**src/rtl/cache_pkg.sv**
```systemverilog
// Shared types and constants for the cache/memory arbiter.
// Block geometry helpers used by the fill sequencer.
package cache_pkg;

   typedef enum logic [2:0] {
      IDLE,
      I_FILL,
      D_FILL,
      D_WRITE,
      WAIT_RET,
      TAG
   } arb_state_t;

   typedef enum logic {
      GNT_I,
      GNT_D
   } grant_t;

   localparam int WORD_STEP = 2;

   function automatic int block_mask(input int wpb);
      return WORD_STEP * wpb - 1;
   endfunction

   localparam int BLOCK_OFFSET_MASK = block_mask(8);

endpackage

```
**src/rtl/cache_mem_arbiter_fill_sequencer.sv**
```systemverilog
// Issue/return counters and word address generation for one block fill.
// Shared by both cache sides; reloaded on every fill grant.
module fill_sequencer
   import cache_pkg::*;
#(
   parameter int ADDR_W          = 16,
   parameter int WORDS_PER_BLOCK = 8
) (
   input  logic              clk,
   input  logic              rst,
   input  logic              start,
   input  logic [ADDR_W-1:0] addr,
   input  logic              issue_en,
   input  logic              ret_en,
   output logic [ADDR_W-1:0] issue_addr,
   output logic [ADDR_W-1:0] ret_addr,
   output logic              issue_last,
   output logic              ret_last,
   output logic              ret_full
);

   localparam int CNT_W = $clog2(WORDS_PER_BLOCK) + 1;
   localparam logic [ADDR_W-1:0] MASK =
      ADDR_W'(block_mask(WORDS_PER_BLOCK));
   localparam logic [ADDR_W-1:0] STEP = ADDR_W'(WORD_STEP);

   logic [ADDR_W-1:0] base;
   logic [CNT_W-1:0]  issue_cnt;
   logic [CNT_W-1:0]  ret_cnt;

   always_ff @(posedge clk) begin
      if (rst) begin
         base      <= '0;
         issue_cnt <= '0;
         ret_cnt   <= '0;
      end else if (start) begin
         base      <= addr & ~MASK;
         issue_cnt <= '0;
         ret_cnt   <= '0;
      end else begin
         if (issue_en)
            issue_cnt <= issue_cnt + 1'b1;
         if (ret_en)
            ret_cnt <= ret_cnt + 1'b1;
      end
   end

   assign issue_addr = base + STEP * ADDR_W'(issue_cnt);
   assign ret_addr   = base + STEP * ADDR_W'(ret_cnt);

   assign issue_last = issue_cnt == CNT_W'(WORDS_PER_BLOCK - 1);
   assign ret_last   = ret_cnt == CNT_W'(WORDS_PER_BLOCK - 1);
   assign ret_full   = ret_cnt == CNT_W'(WORDS_PER_BLOCK);

endmodule

```
**src/rtl/cache_mem_arbiter.sv**
```systemverilog
// Arbitrates I/D cache fills and D write-through onto one memory port.
// Define ARB_ROUND_ROBIN_EN to alternate grants on simultaneous requests.
module cache_mem_arbiter
   import cache_pkg::*;
#(
   parameter int ADDR_W          = 16,
   parameter int DATA_W          = 16,
   parameter int WORDS_PER_BLOCK = 8,
   parameter int MEM_LAT         = 4
) (
   input  logic              clk,
   input  logic              rst,
   input  logic              i_req,
   input  logic [ADDR_W-1:0] i_addr,
   input  logic              d_req,
   input  logic              d_wr,
   input  logic [ADDR_W-1:0] d_addr,
   input  logic [DATA_W-1:0] d_wdata,
   output logic [ADDR_W-1:0] mem_addr,
   output logic              mem_en,
   output logic              mem_wr,
   output logic [DATA_W-1:0] mem_wdata,
   input  logic [DATA_W-1:0] mem_rdata,
   input  logic              mem_valid,
   output logic [DATA_W-1:0] fill_data,
   output logic [ADDR_W-1:0] fill_addr,
   output logic              i_fill_we,
   output logic              d_fill_we,
   output logic              i_tag_we,
   output logic              d_tag_we,
   output logic              i_busy,
   output logic              d_busy,
   output logic              d_wr_ack
);

   // Returns can only complete during issue when latency is under a block.
   localparam bit EARLY_RET = MEM_LAT < WORDS_PER_BLOCK;

   arb_state_t        state;
   grant_t            grant;
   logic [ADDR_W-1:0] wr_addr;
   logic [DATA_W-1:0] wr_data;

   logic              pick_i;
   logic              start;
   logic [ADDR_W-1:0] start_addr;
   logic              filling;
   logic              fill_phase;
   logic              accept;
   logic              ret_fin;
   logic              done;
   logic [ADDR_W-1:0] issue_addr;
   logic [ADDR_W-1:0] ret_addr;
   logic              issue_last;
   logic              ret_last;
   logic              ret_full;

`ifdef ARB_ROUND_ROBIN_EN
   assign pick_i = i_req && (!d_req || grant == GNT_D);
`else
   assign pick_i = i_req;
`endif

   assign start = (state == IDLE) &&
                  (pick_i || (d_req && !d_wr));
   assign start_addr = pick_i ? i_addr : d_addr;

   assign filling    = (state == I_FILL) || (state == D_FILL);
   assign fill_phase = filling || (state == WAIT_RET) ||
                       (state == TAG);

   assign accept  = fill_phase && mem_valid && !ret_full;
   assign ret_fin = accept && ret_last;
   assign done    = ret_fin || ret_full;

   fill_sequencer #(
      .ADDR_W          (ADDR_W),
      .WORDS_PER_BLOCK (WORDS_PER_BLOCK)
   ) u_seq (
      .clk        (clk),
      .rst        (rst),
      .start      (start),
      .addr       (start_addr),
      .issue_en   (filling),
      .ret_en     (accept),
      .issue_addr (issue_addr),
      .ret_addr   (ret_addr),
      .issue_last (issue_last),
      .ret_last   (ret_last),
      .ret_full   (ret_full)
   );

   // grant doubles as the last-grant record; reset to D so I wins first tie.
   always_ff @(posedge clk) begin
      if (rst) begin
         state   <= IDLE;
         grant   <= GNT_D;
         wr_addr <= '0;
         wr_data <= '0;
      end else begin
         unique case (state)
            IDLE: begin
               if (pick_i) begin
                  grant <= GNT_I;
                  state <= I_FILL;
               end else if (d_req) begin
                  grant <= GNT_D;
                  if (d_wr) begin
                     state   <= D_WRITE;
                     wr_addr <= d_addr;
                     wr_data <= d_wdata;
                  end else begin
                     state <= D_FILL;
                  end
               end
            end
            I_FILL, D_FILL: begin
               if (issue_last)
                  state <= (EARLY_RET && done) ? TAG : WAIT_RET;
            end
            WAIT_RET: begin
               if (done)
                  state <= TAG;
            end
            D_WRITE: state <= IDLE;
            TAG:     state <= IDLE;
            default: state <= IDLE;
         endcase
      end
   end

   assign mem_en    = filling || (state == D_WRITE);
   assign mem_wr    = state == D_WRITE;
   assign mem_wdata = (state == D_WRITE) ? wr_data : '0;
   assign d_wr_ack  = state == D_WRITE;

   always_comb begin
      mem_addr = '0;
      if (filling)
         mem_addr = issue_addr;
      else if (state == D_WRITE)
         mem_addr = wr_addr;
   end

   assign fill_data = accept ? mem_rdata : '0;
   assign fill_addr = accept ? ret_addr : '0;
   assign i_fill_we = accept && (grant == GNT_I);
   assign d_fill_we = accept && (grant == GNT_D);

   assign i_tag_we = (state == TAG) && (grant == GNT_I);
   assign d_tag_we = (state == TAG) && (grant == GNT_D);

   assign i_busy = i_req ||
                   ((state != IDLE) && (grant == GNT_I));
   assign d_busy = d_req ||
                   ((state != IDLE) && (grant == GNT_D));

endmodule
```
**config.mk**
```make
export PLATFORM = sky130hd
export DESIGN_NAME = cache_mem_arbiter
export DESIGN_NICKNAME = d
export VERILOG_FILES = /design/src/rtl/cache_pkg.sv /design/src/rtl/cache_mem_arbiter_fill_sequencer.sv /design/src/rtl/cache_mem_arbiter.sv
export SDC_FILE = /design/constraint.sdc
export NUM_CORES = 1
export LEC_CHECK = 0
export CORE_ASPECT_RATIO = 1.25
export CORE_MARGIN = 1
export CORE_UTILIZATION = 43
export CTS_CLUSTER_SIZE = 14
export DETAILED_ROUTE_END_ITERATION = 6
export GPL_TIMING_DRIVEN = 0
export PLACE_DENSITY = 0.81
export SLEW_MARGIN = 5
export SYNTH_ARGS = -nofsm -noshare
export SYNTH_HDL_FRONTEND = slang
export SYNTH_HIERARCHICAL = 1
export SYNTH_SLANG_ARGS = --single-unit
export TNS_END_PERCENT = 30
```
**constraint.sdc**
```tcl
create_clock -name clk -period 2.4 [get_ports clk]
set_input_delay 0.48 -clock clk [delete_from_list [all_inputs] [get_ports clk]]
set_output_delay 0.48 -clock clk [all_outputs]
set_load 0.1 [all_outputs]
```
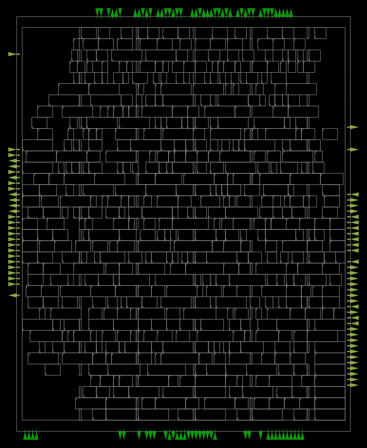
Fig. 1. Placed standard cells.
Core Area: 7440 sq um
row count: 35
Flops: 56
# fillers: 513

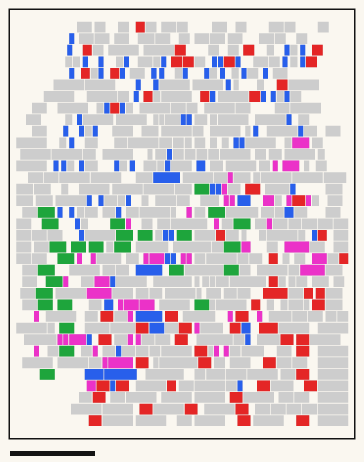
Fig. 2. Gate families picked out.
Scale bar: 20 um.
| family | color | cells | most used |
|---|---|---|---|
| nand cells | blue | 85 | nand2_1 |
| mux cells | green | 26 | mux2i_1 |
| nor cells | magenta | 47 | nor2_1 |
| and/or cells | red | 58 | and2_4 |

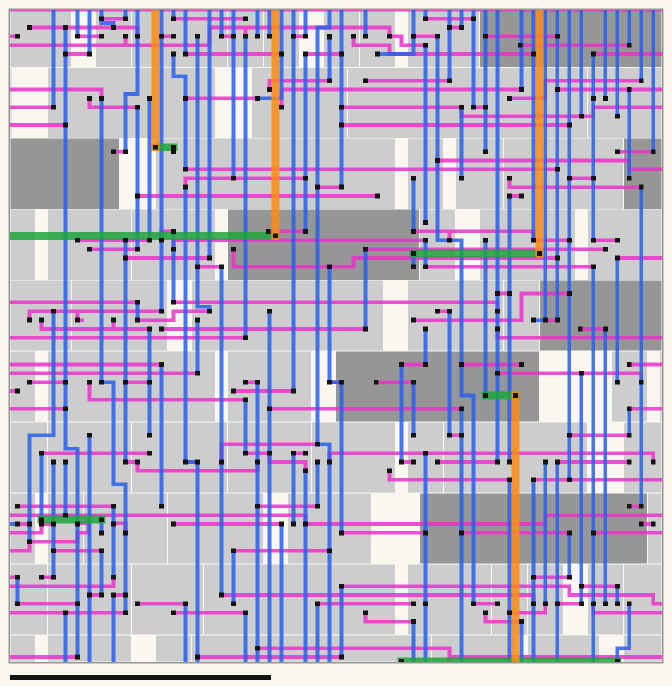
Fig. 3. Zoomed window.
Scale bar: 10 um. Window x 28 to 53, y 18 to 43 um. Cells in gray, sequential cells in the stronger gray; small squares are vias.
| layer | color |
|---|---|
| M3 | green |
| M1 | magenta |
| M2 | blue |
| M4 | orange |
netlist names of flops here include: `u_seq/base` (3), `u_seq/ret_cnt` (3)
sequential cells in the window: 6
most frequent: nor2_1 (10), and2_4 (5), xor2_1 (5)
cells with their middle in the window: 57

==> GITHUB_STEP_SUMMARY <==
## Synthesis and layout report

| Metric | Value |
|---|---|
| Drt initial violations | 173 |
| Worst path top cell family by delay | flip-flops |
| Clock share of power | 0.179 |
| Slowest stage delay, CP | 0.39 ns |
| Comb pwr | 1.38 mW |
| Congestion Overflow GR | 0 |
| Comb pwr share | 0.471 |
| Highest-count logic cell in the final layout | nand2_1 |
| Most used cell, CP | ha_4 |
| Worst-margin pin slew | 0.973 ns |
| Failing checks | negative setup slack |
| Pre-CTS setup slack | -0.954 ns |
| M1 GR Usage | 0.287 |
| CP Depth | 7 |
| Dpl hpwl | 6980 um |
| Busiest grt layer | met2 |
| Slew HR | 0.356 |
| Worst Hold End | wr_data[1] |
| Pleak | 2.37 nW |
| Part of the power in registers | 0.350 |
| Synth warn | 6 |
| Power consumption | 2.94 mW |
| Post-CTS setup buffers | 4 |
| CP Max Fanout | 4 |
| Critical Path Start Type | flop |
| DRC | 0 |
| Post-route ant nets | 0 |
| GPL Wtd Cong | 0.846 |
| Met2 GRT Util | 0.437 |
| Hold buffers post-CTS | 0 |
| Critical path's slowest cell | dfxtp_2 |
| Vias/cell | 5.24 |
| Post-layout util | 0.763 |
| WHS | 0.455 ns |
| Clock slew at reported path FFs | 0.10 ns |
| Final period util | 1.02 |
| WHS Path Cells | 2 |
| Layout area overhead | 69.9% |
| TritonCTS sink count | 56 |
| Count of tool warnings | 34 |
| Status | finished, violations left |
| Cell-internal power | 1.74 mW |
| Setup TNS | -0.280 ns |
| CTS tree | yes |
| Maximum clock path buffer count | 2 |
| Syn_area_per_cell | 8.09 sq um |
| Reported clock group power | 0.526 mW |
| Initial antenna violation count | 0 |
| IO Port Bufs | 137 |
| Routed wire length | 10600 um |
| Nets | 648 |
| Crit path arrival time | 1.96 ns |
| CP Data Required Time | 1.92 ns |
| Via count | 3480 |
| Flop2flop setup slack | 0.48 ns |
| Hold_sp | wr_data[1] |
| Post-layout minimum cycle time | 2.44 ns |
| Critical path cell sequence | ha_4 -> ha_4 -> nand3_4 -> nor2_2 -> xor2_2 -> a22o_1 -> buf_12 |
| Crit. End Element | output port |
| Share of cells above drive strength 1 | 0.372 |
| Synth Instances | 413 |
| Critical path endpoint | mem_addr[10] |
| Final Setup Violations | 12 |
| Area of the mapped netlist | 3340 sq um |
| H-tree Lvls | 2 |
| Switching Share | 0.407 |
| Crit Path Class | reg2out |
| PD cells | 517 nW/um^2 |
| Reg2reg start | u_seq/ret_cnt[1] |
| Largest net degree at the start of global routing | 19 |
| Final setup margin | -0.0407 ns |
| Critical path startpoint | u_seq/issue_cnt[3] |
| CTS buffer count | 5 |
| First-pass GRT wire length | 15300 um |
| Met3 GRT Util | 0.0362 |
| Diode count | 0 |
| Die area | 8130 sq um |
| Min-delay worst type | reg2reg |
| Routed len/inst | 16.0 um |
| All-Layer GR Usage | 0.241 |
| Max VDD drop | 0.353 mV |
| Seq pwr | 1.03 mW |
| Buf+Inv Stages, Crit Path | 1 |
| Fp_density | 0.449 |
| I/O pin total | 143 |
| FF-to-FF path depth | 9 |
| Max Slew Vio Count | 0 |
| Placed cell count | 643 |
| CTS-repair resized insts | 587 |
| Root buffer cell | clkbuf_8 |
| Clk_skew | 0.00800 ns |
| Max Cap Violations | 0 |
| Die height | 101 um |
| Switch Pwr | 1.20 mW |
| Final Hold Viols | 0 |
| R2r endpoint | u_seq/ret_cnt[2] |
| Drt first pass iters | 4 |
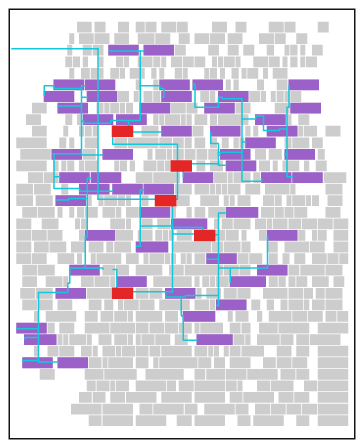
Fig. 4. Clock distribution.
[clock wires] cyan | length: 602 um
[flip-flops] purple | count: 56
[clock-net drivers] red | count: 5
routed clock nets: 6

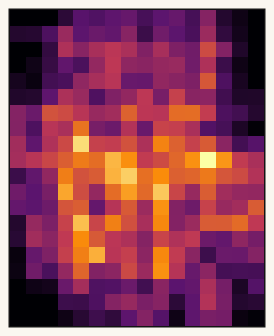
Fig. 5. Signal metal coverage by tile.
16 x 20 tiles, from black (low) to pale yellow (high), scaled to the fullest tile. Values are wire area over tile area, all layers added.
tiles over half the peak: 27%
fullest tile: 0.57
mean over tiles: 0.21
densest ninth of the die: middle

-- routing by layer --
layer,wire length [um],up-vias,part of all wire
met5,0,-,0
met4,193,0,0.018
met3,541,19,0.051
met2,5650,117,0.53
met1,4220,1668,0.40
li1,-,1676,-
-- layout make-up --
cell class | instances | area, sq um | area share
Clock buffer | 5 | 68.8 | 0.0121
Timing Repair Buffer | 149 | 1770 | 0.312
Tap cell | 92 | 115 | 0.0203
Multi-Input combinational cell | 315 | 2260 | 0.398
Sequential cell | 56 | 1140 | 0.200
Buffer | 41 | 292 | 0.0513
Inverter | 3 | 11.3 | 0.00198
Clock inverter | 3 | 21.3 | 0.00375
Power is estimated from default activity; no workload was simulated.
